==> run_1/registers.png <==
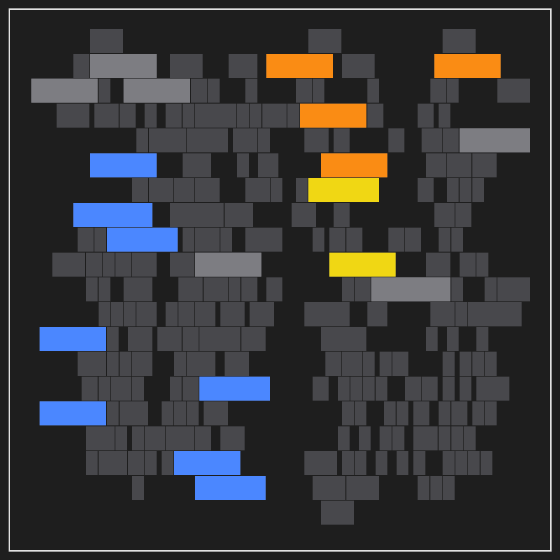
==> run_1/cell_classes.png <==
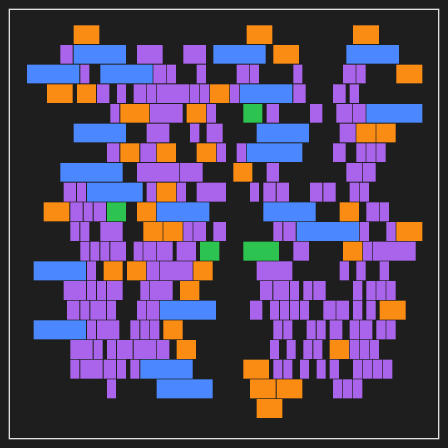
==> run_1/drive_strength.png <==
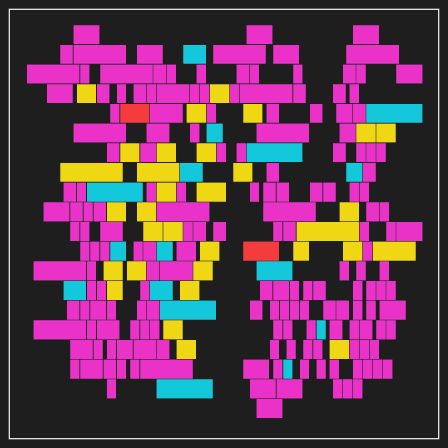
File: src/rtl/fsm_channel_arbiter.sv
// ============================================================================
// Module   : fsm_channel_arbiter
// Purpose  : Four-way round-robin arbiter with a hold limit and a one-cycle
//            turnaround between owners of the shared FSM input channel.
// Revision : 1.0 - initial release
// ============================================================================
`default_nettype none

module fsm_channel_arbiter #(
    parameter int MAX_HOLD = 8,
    parameter int CNT_W    = 8
) (
    input  logic       CLK,
    input  logic       RST,
    input  logic [3:0] Req,
    output logic [3:0] Gnt,
    output logic       Gnt_Valid,
    output logic [1:0] Gnt_Id,
    output logic       Timeout
);

    typedef enum logic [1:0] {
        IDLE  = 2'b00,
        GRANT = 2'b01,
        TURN  = 2'b10
    } state_t;

    localparam logic [CNT_W-1:0] C_CNT_LAST = CNT_W'(MAX_HOLD - 1);

    state_t           r_state;
    logic [1:0]       r_ptr;
    logic [CNT_W-1:0] r_cnt;
    logic [3:0]       r_gnt;
    logic             r_gnt_valid;
    logic [1:0]       r_gnt_id;
    logic             r_timeout;

    logic [1:0]       w_pick_id;
    logic [3:0]       w_pick_onehot;

    // Scan from the highest offset down so the bit nearest r_ptr wins.
    always_comb begin
        logic [1:0] v_idx;
        w_pick_id = r_ptr;
        v_idx     = r_ptr;
        for (int i = 3; i >= 0; i--) begin
            v_idx = r_ptr + 2'(i);
            if (Req[v_idx]) begin
                w_pick_id = v_idx;
            end
        end
        w_pick_onehot = 4'b0001 << w_pick_id;
    end

    always_ff @(posedge CLK) begin
        if (RST) begin
            r_state     <= IDLE;
            r_ptr       <= 2'b00;
            r_cnt       <= '0;
            r_gnt       <= 4'b0000;
            r_gnt_valid <= 1'b0;
            r_gnt_id    <= 2'b00;
            r_timeout   <= 1'b0;
        end else begin
            case (r_state)
                IDLE: begin
                    r_timeout <= 1'b0;
                    if (|Req) begin
                        r_gnt       <= w_pick_onehot;
                        r_gnt_id    <= w_pick_id;
                        r_gnt_valid <= 1'b1;
                        r_cnt       <= '0;
                        r_ptr       <= w_pick_id + 2'd1;
                        r_state     <= GRANT;
                    end else begin
                        r_gnt       <= 4'b0000;
                        r_gnt_valid <= 1'b0;
                    end
                end
                GRANT: begin
                    // A dropped request takes precedence over the hold limit.
                    if (!Req[r_gnt_id]) begin
                        r_gnt       <= 4'b0000;
                        r_gnt_valid <= 1'b0;
                        r_timeout   <= 1'b0;
                        r_state     <= TURN;
                    end else if (r_cnt == C_CNT_LAST) begin
                        r_gnt       <= 4'b0000;
                        r_gnt_valid <= 1'b0;
                        r_timeout   <= 1'b1;
                        r_state     <= TURN;
                    end else begin
                        r_cnt <= r_cnt + 1'b1;
                    end
                end
                TURN: begin
                    r_gnt       <= 4'b0000;
                    r_gnt_valid <= 1'b0;
                    r_timeout   <= 1'b0;
                    r_state     <= IDLE;
                end
                default: begin
                    r_gnt       <= 4'b0000;
                    r_gnt_valid <= 1'b0;
                    r_gnt_id    <= 2'b00;
                    r_timeout   <= 1'b0;
                    r_state     <= IDLE;
                end
            endcase
        end
    end

    assign Gnt       = r_gnt;
    assign Gnt_Valid = r_gnt_valid;
    assign Gnt_Id    = r_gnt_id;
    assign Timeout   = r_timeout;

endmodule

`default_nettype wire

File: config.mk
export PLATFORM = sky130hd
export DESIGN_NAME = fsm_channel_arbiter
export DESIGN_NICKNAME = d
export VERILOG_FILES = /design/src/rtl/fsm_channel_arbiter.sv
export SDC_FILE = /design/constraint.sdc
export NUM_CORES = 1
export LEC_CHECK = 0
export ABC_AREA = 1
export ABC_CLOCK_PERIOD_IN_PS = 1700
export CAP_MARGIN = 25
export CORE_MARGIN = 2
export CORE_UTILIZATION = 40
export DETAILED_ROUTE_END_ITERATION = 10
export PLACE_DENSITY_LB_ADDON = 0.05
export SLEW_MARGIN = 5
export SYNTH_ARGS = -nofsm -noshare
export SYNTH_HDL_FRONTEND = slang
export SYNTH_SLANG_ARGS = --single-unit
export TNS_END_PERCENT = 1
File: constraint.sdc
create_clock -name CLK -period 1.7 [get_ports CLK]
set_clock_uncertainty 0.05 [all_clocks]
set_input_delay 0.17 -clock CLK [delete_from_list [all_inputs] [get_ports CLK]]
set_output_delay 0.17 -clock CLK [all_outputs]
set_load 0.005 [all_outputs]
==> notes.md, run 1 <==
The synthesis and place-and-route flow finished, so here is a summary.

The initial antenna violation count came out at 0. The flip-flop and latch count after synthesis came out at 20. The reported max-cap violation count is 0.

The fraction of registers with async set or reset after synthesis is 0. The prevailing post-synth register cell is sky130_fd_sc_hd__dfxtp_1. In this run, post-CTS hold repair placed 0 buffers. The wire length of the first global-routing pass is about 5.0 mm. The most critical hold endpoint after final layout shows a slack of 0.418 ns. The number of flip-flops under the largest register name is 8.

By instance count after routing, the leading logic cell types are sky130_fd_sc_hd__nand2_1, sky130_fd_sc_hd__inv_1, sky130_fd_sc_hd__buf_4. The run finished with clean final reports. Among cell families on the critical path, the largest total delay comes from AND-OR/OR-AND gates. The detailed router used layers up to and including met4. The proportion of power drawn by combinational gates came out at 0.591. Switching power as a fraction of the total was reported as 0.441.

The remaining max-slew budget at the tightest pin is 0.803. The count of cells along the worst register-to-register path came out at 8. The number of setup violations in the final report came out at 0. The total routing usage reported by global routing came out at 0.185.

The leakage dissipation came out at 0.754 nW. Counting along the longest clock path gives a buffer depth of 2. The placed instance area came out at between 1500 and 2000 um^2. Ranked by instance count, the synthesized netlist is headed by sky130_fd_sc_hd__nand2_1, sky130_fd_sc_hd__inv_1, sky130_fd_sc_hd__dfxtp_1.

Per STA, the worst path is made up of ha_1, nand3b_1, o21ai_2, nor2_4, o21ai_4, buf_6, nand2_1, a21oi_1. The buffer and inverter count on the worst path came out at 1. Ranked by total cell area, the synthesized netlist is headed by sky130_fd_sc_hd__dfxtp_1, sky130_fd_sc_hd__nand2_1, sky130_fd_sc_hd__a21oi_1, sky130_fd_sc_hd__inv_1, sky130_fd_sc_hd__nand3_1. The total clock sinks came out at 20. The overflow left after global routing came out at 0. The report lists the number of cells resized after CTS as 0. Looking at the setup timing report, the critical path kind is reg -> reg. The filler cells instantiated in the layout total roughly 280. The distinct cell type count of the synthesized netlist came out at 26.

The H-tree level count came out at 1. The share of the final layout cell area in sequential cells is 0.254. In this run the power spent charging and discharging nets is about 1.1 mW. The repair_antennas step left the layout with diodes totalling 0.

The most frequently used library cell after synthesis is sky130_fd_sc_hd__nand2_1. In the detailed route, the total length drawn on met3 is 96 um. The final routed DRC violation total is 0. The ratio of routed vias to standard cells is 5.09.

The largest stage delay on the critical path is about 0.35 ns. In the final layout, excluding clock inverters the inverter count is 26. The final power report lists total power as roughly 2.4 mW. The worst endpoint required time is 1.90 ns. The instance tally after logic synthesis came out at about 190. For met2 alone, demand over resource in global routing was 0.325. Before antenna repair, the detailed router went through 4 iterations.

The number of nets still failing antenna checks after routing is 0. The setup slack after placement came out at -0.173 ns. Per the final report, the share of cell area in clock cells is 0.0222.

The chip height came out at 59.2 um. The sum of negative setup slack came out at 0 ns. The final design was reported to hold multi-input combinational gates totalling around 140. The post-placement cell count is 253.

The proportion of netlist area held by the largest area contributor came out at 0.329. The relative area of non-clock buffer cells in the final design is 0.188. The number of nets in the finished design came out at 237. The most critical min-delay path falls under reg -> reg. Per the timing report, the biggest fanout along the worst path comes to 8. The cell area after synthesis is between 1000 and 1500 um^2. The synthesized chip area reported by yosys is about 1200 um^2. The share of total power dissipated in the clock network is 0.119. The library cell used most frequently in the layout, excluding fill and tap cells, is sky130_fd_sc_hd__nand2_1. The number of logic stages on the critical path including buffering came out at 8. The OpenROAD warning count came out at 28. The tap cell count is 33. Setup repair after global routing could not meet its margin everywhere. The number of warnings issued by yosys is 0.
About registers.png:
| netlist name | colour | placed flops |
|---|---|---|
| `r_cnt` | blue | 8 |
| `Gnt` | orange | 4 |
| `Gnt_Id` | yellow | 2 |

About cell_classes.png:
| class | colour | cells |
|---|---|---|
| clock drivers and dummy loads | green | 4 |
| flip-flops | blue | 20 |
| other buffers and delay cells | orange | 36 |
| all other logic | purple | 167 |

About drive_strength.png:
| size | colour | cells | share |
|---|---|---|---|
| drive 6 and up | red | 2 | 0.88% |
| drive 3 to 4 | yellow | 32 | 14% |
| drive 2 | cyan | 16 | 7.0% |
| drive 1 or less | magenta | 177 | 78% |
Non-Filler Cell Area, Final: 1630 um^2
setup slack of the critical path after layout: 0.0507 ns
Area Growth Syn to Fin: 34.1%
Plain + repair buffers: 36

[run 1: path summary, 6_finish.rpt]
kind                  from  endpoint  slack, ns
setup / recovery  r_cnt[0]  r_cnt[7]       0.05
hold reg to reg     Gnt[3]    Gnt[3]       0.42
setup reg to reg  r_cnt[0]  r_cnt[7]       0.05
hold / removal      Gnt[3]    Gnt[3]       0.42
[run 1: cell families after synthesis]
family          share of synthesized area
flops                               0.329
buf+inv                            0.0946
fa+ha+maj                          0.0308
mux                               0.00822
simple gates                        0.351
compound gates                      0.143
xor+xnor                           0.0432
[run 1: power groups by stage]
stage	Sequential (mW)	Combinational [mW]	Clock, mW
after global routing	0.707	1.61	0.307
after detailed placement	0.689	1.30	0
after global placement	0.684	1.27	0
after CTS	0.678	1.31	0.292
after floorplan	0.655	0.852	0
final	0.691	1.41	0.284
==> run_1/density.png <==
The die is cut into 12 by 12 equal tiles; black is low, pale yellow is high, 0 to 100% covered.
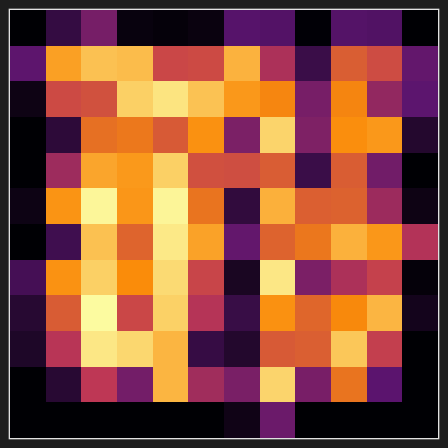

## Run 2: what changed since run 1
Settings changed: ABC_CLOCK_PERIOD_IN_PS 1700 to 1900, MAX_ROUTING_LAYER set to met4.
Clock period 1.7 ns to 1.9 ns, I/O delays scaled along.
==> run_2/density.png <==
The die is cut into 12 by 12 equal tiles; black is low, pale yellow is high, 0 to 100% covered.
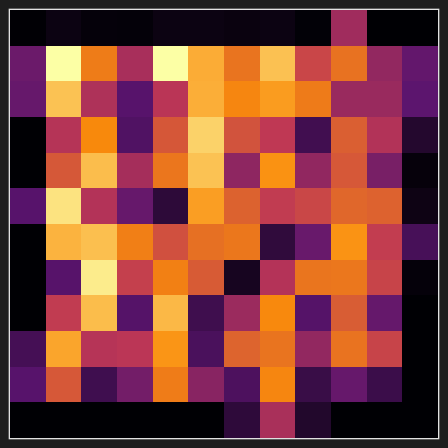
nearly empty tiles: 17%
mean over tiles: 41%
tiles over 75% full: 15%
fullest tile: 100%

==> run 2 against run 1 <==
Against the previous run: final area fell by 9.6%; non-clock buffer count fell by 16; clock power decreased by 12%; register-to-register slack gained 0.14 ns; sequential cell count stayed put; sequential power shrank about 10%; critical endpoint is now Gnt[2].
==> notes.md, run 2 <==
The synthesis and place-and-route flow finished, so here is a summary.

The chip height came out at just under 60 um. Hold timing on the final database bottoms out at a slack of roughly 0.42 ns. The minimum setup slack among reg-to-reg paths is between 0.15 and 0.2 ns. The overflow left after global routing came out at 0. Detailed routing placed a total of about 87 um of wire on met3. The number of warnings issued by yosys is 0.

The reported max-cap violation count came out at 0. The fraction of registers with async set or reset after synthesis is 0. The number of setup violations in the final report came out at 0. The OpenROAD warning count came out at 27. Hold analysis lists the worst path endpoint as Gnt[1].

The largest driver fanout on the critical path is 9. The number of signal-net buffers in the layout is 20. The total clock sinks is 20.

The routed layout reports a DRC error count of 0. Walking the worst path, the cells encountered are ha_1, nand3b_1, o21ai_2, nor2_4, buf_12, nor2_2, nand4_1, a21oi_1. By instance count after routing, the leading logic cell types are sky130_fd_sc_hd__nand2_1, sky130_fd_sc_hd__inv_1, sky130_fd_sc_hd__dfxtp_1. The wire length of the first global-routing pass came out at approximately 5.0 mm. The layout multi-input combinational cell count came out at approximately 140. The synthesized netlist contains 26 unique library cells. By instance count, the leading cell after synthesis is sky130_fd_sc_hd__nand2_1. Among all flip-flop cells after synthesis, the most frequent one is sky130_fd_sc_hd__dfxtp_1. met2 track demand over resource after global routing is 0.348.

The worst setup slack after layout came out at approximately 0.19 ns. The initial antenna violation count came out at 0. The number of fillers in the final layout came out at approximately 310. The synthesized-area fraction occupied by ao, oa, aoi and oai cells came out at 0.143. In the post-synthesis netlist, the biggest area contributors are sky130_fd_sc_hd__dfxtp_1, sky130_fd_sc_hd__nand2_1, sky130_fd_sc_hd__a21oi_1, sky130_fd_sc_hd__inv_1, sky130_fd_sc_hd__nand3_1. The number of nets still failing antenna checks after routing came out at 0. In the synthesis report, Yosys lists the chip area as between 1000 and 1500 um^2. The cell-mix breakdown from Yosys lists the adder-cell area share as 0.0308. Of the total power, the clock network draws 0.128. The clock network power came out at roughly 0.25 mW.

The count of hold-fix buffers inserted at cts is 0. The clock-cell share of area came out at 0.0246. In the synthesized netlist, the cells that appear most often are sky130_fd_sc_hd__nand2_1, sky130_fd_sc_hd__inv_1, sky130_fd_sc_hd__dfxtp_1. Setup repair after global routing left no endpoint under its margin. For the worst reg-to-reg path, the endpoint reported by OpenROAD is Gnt[2]. The most numerous logic cell after layout is sky130_fd_sc_hd__nand2_1.

The flow inserted 33 tap cells. The relative area of non-clock buffer cells in the final design came out at 0.132. In this run the critical register-to-register path is launched from r_cnt[0]. The count of cells along the worst register-to-register path is 8. Yosys shows that the main logic family after synthesis is simple AND/OR/NAND/NOR gates.

The sequential cell power came out at just over 0.6 mW. The critical path ends at Gnt[2]. In the log, the iteration count for the first detailed-route pass is 4. The number of instances resized during post-cts repair is 0. Per the layout area report, the sequential fraction of cell area is 0.272.

The simple-gate share of the synthesized area came out at 0.351. The cell-mix breakdown from Yosys lists the XOR/XNOR area share as 0.0432. The H-tree level count came out at 1. The dominant power group in this design is combinational cells. The remaining max-slew budget at the tightest pin is 0.779. The number of nets in the finished design came out at approximately 220. The layout overhead on the synthesized area came out at 21.3%. Summing all multiplexer cells gives an area fraction of 0.00822. The highest metal layer with signal wires is met3. The flow ran to the end, and the final reports show no timing, DRC or antenna violations. The number of non-clock inverters came out at 26. The power drawn by the combinational cells came out at between 1 and 1.5 mW. In this run the most critical hold path is launched from Gnt[1]. The clock tree buffer depth came out at 2.

The worst endpoint required time came out at roughly 2.1 ns. The critical path runs through a total of 8 cells. According to the timing report, the critical path is launched from r_cnt[0]. The largest stage delay on the critical path is about 0.43 ns. The setup slack after placement is -0.0239 ns. The synthesized netlist handed to floorplanning was reported with a cell count of approximately 190. The proportion of power drawn by combinational gates is 0.554.
==> run_2/cell_classes.png <==
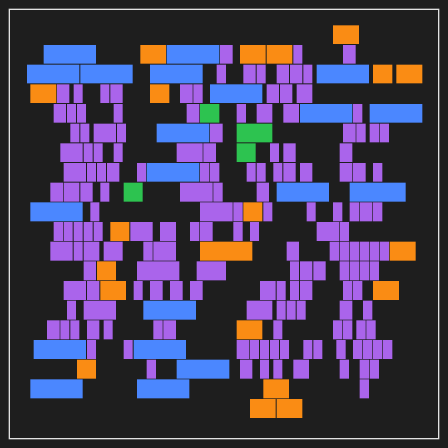
| class | colour | cells |
|---|---|---|
| other buffers and delay cells | orange | 20 |
| flip-flops | blue | 20 |
| clock drivers and dummy loads | green | 4 |
| all other logic | purple | 167 |

[run 2: cells by family (layout without fill, tap and decap cells)]
group,after synthesis,in the layout
flip-flops,20,20
adder cells (fa/ha/maj),3,3
AND/OR/NAND/NOR,101,101
XOR/XNOR,6,6
AND-OR/OR-AND,30,30
buffers and inverters,29,50
multiplexers,1,1
[run 2: metrics by stage]
step / area (um^2) / TNS [ns] / std cells
2_1_floorplan: 1220 / 0 / 190
3_5_place_dp: 1440 / -0.0239 / 240
4_1_cts: 1480 / 0 / 244
5_1_grt: 1480 / 0 / 244
3_3_place_gp: 1440 / -0.00976 / 240
6_report: 1480 / 0 / 244
No activity file was given, so power comes from the tool's default toggle rates.
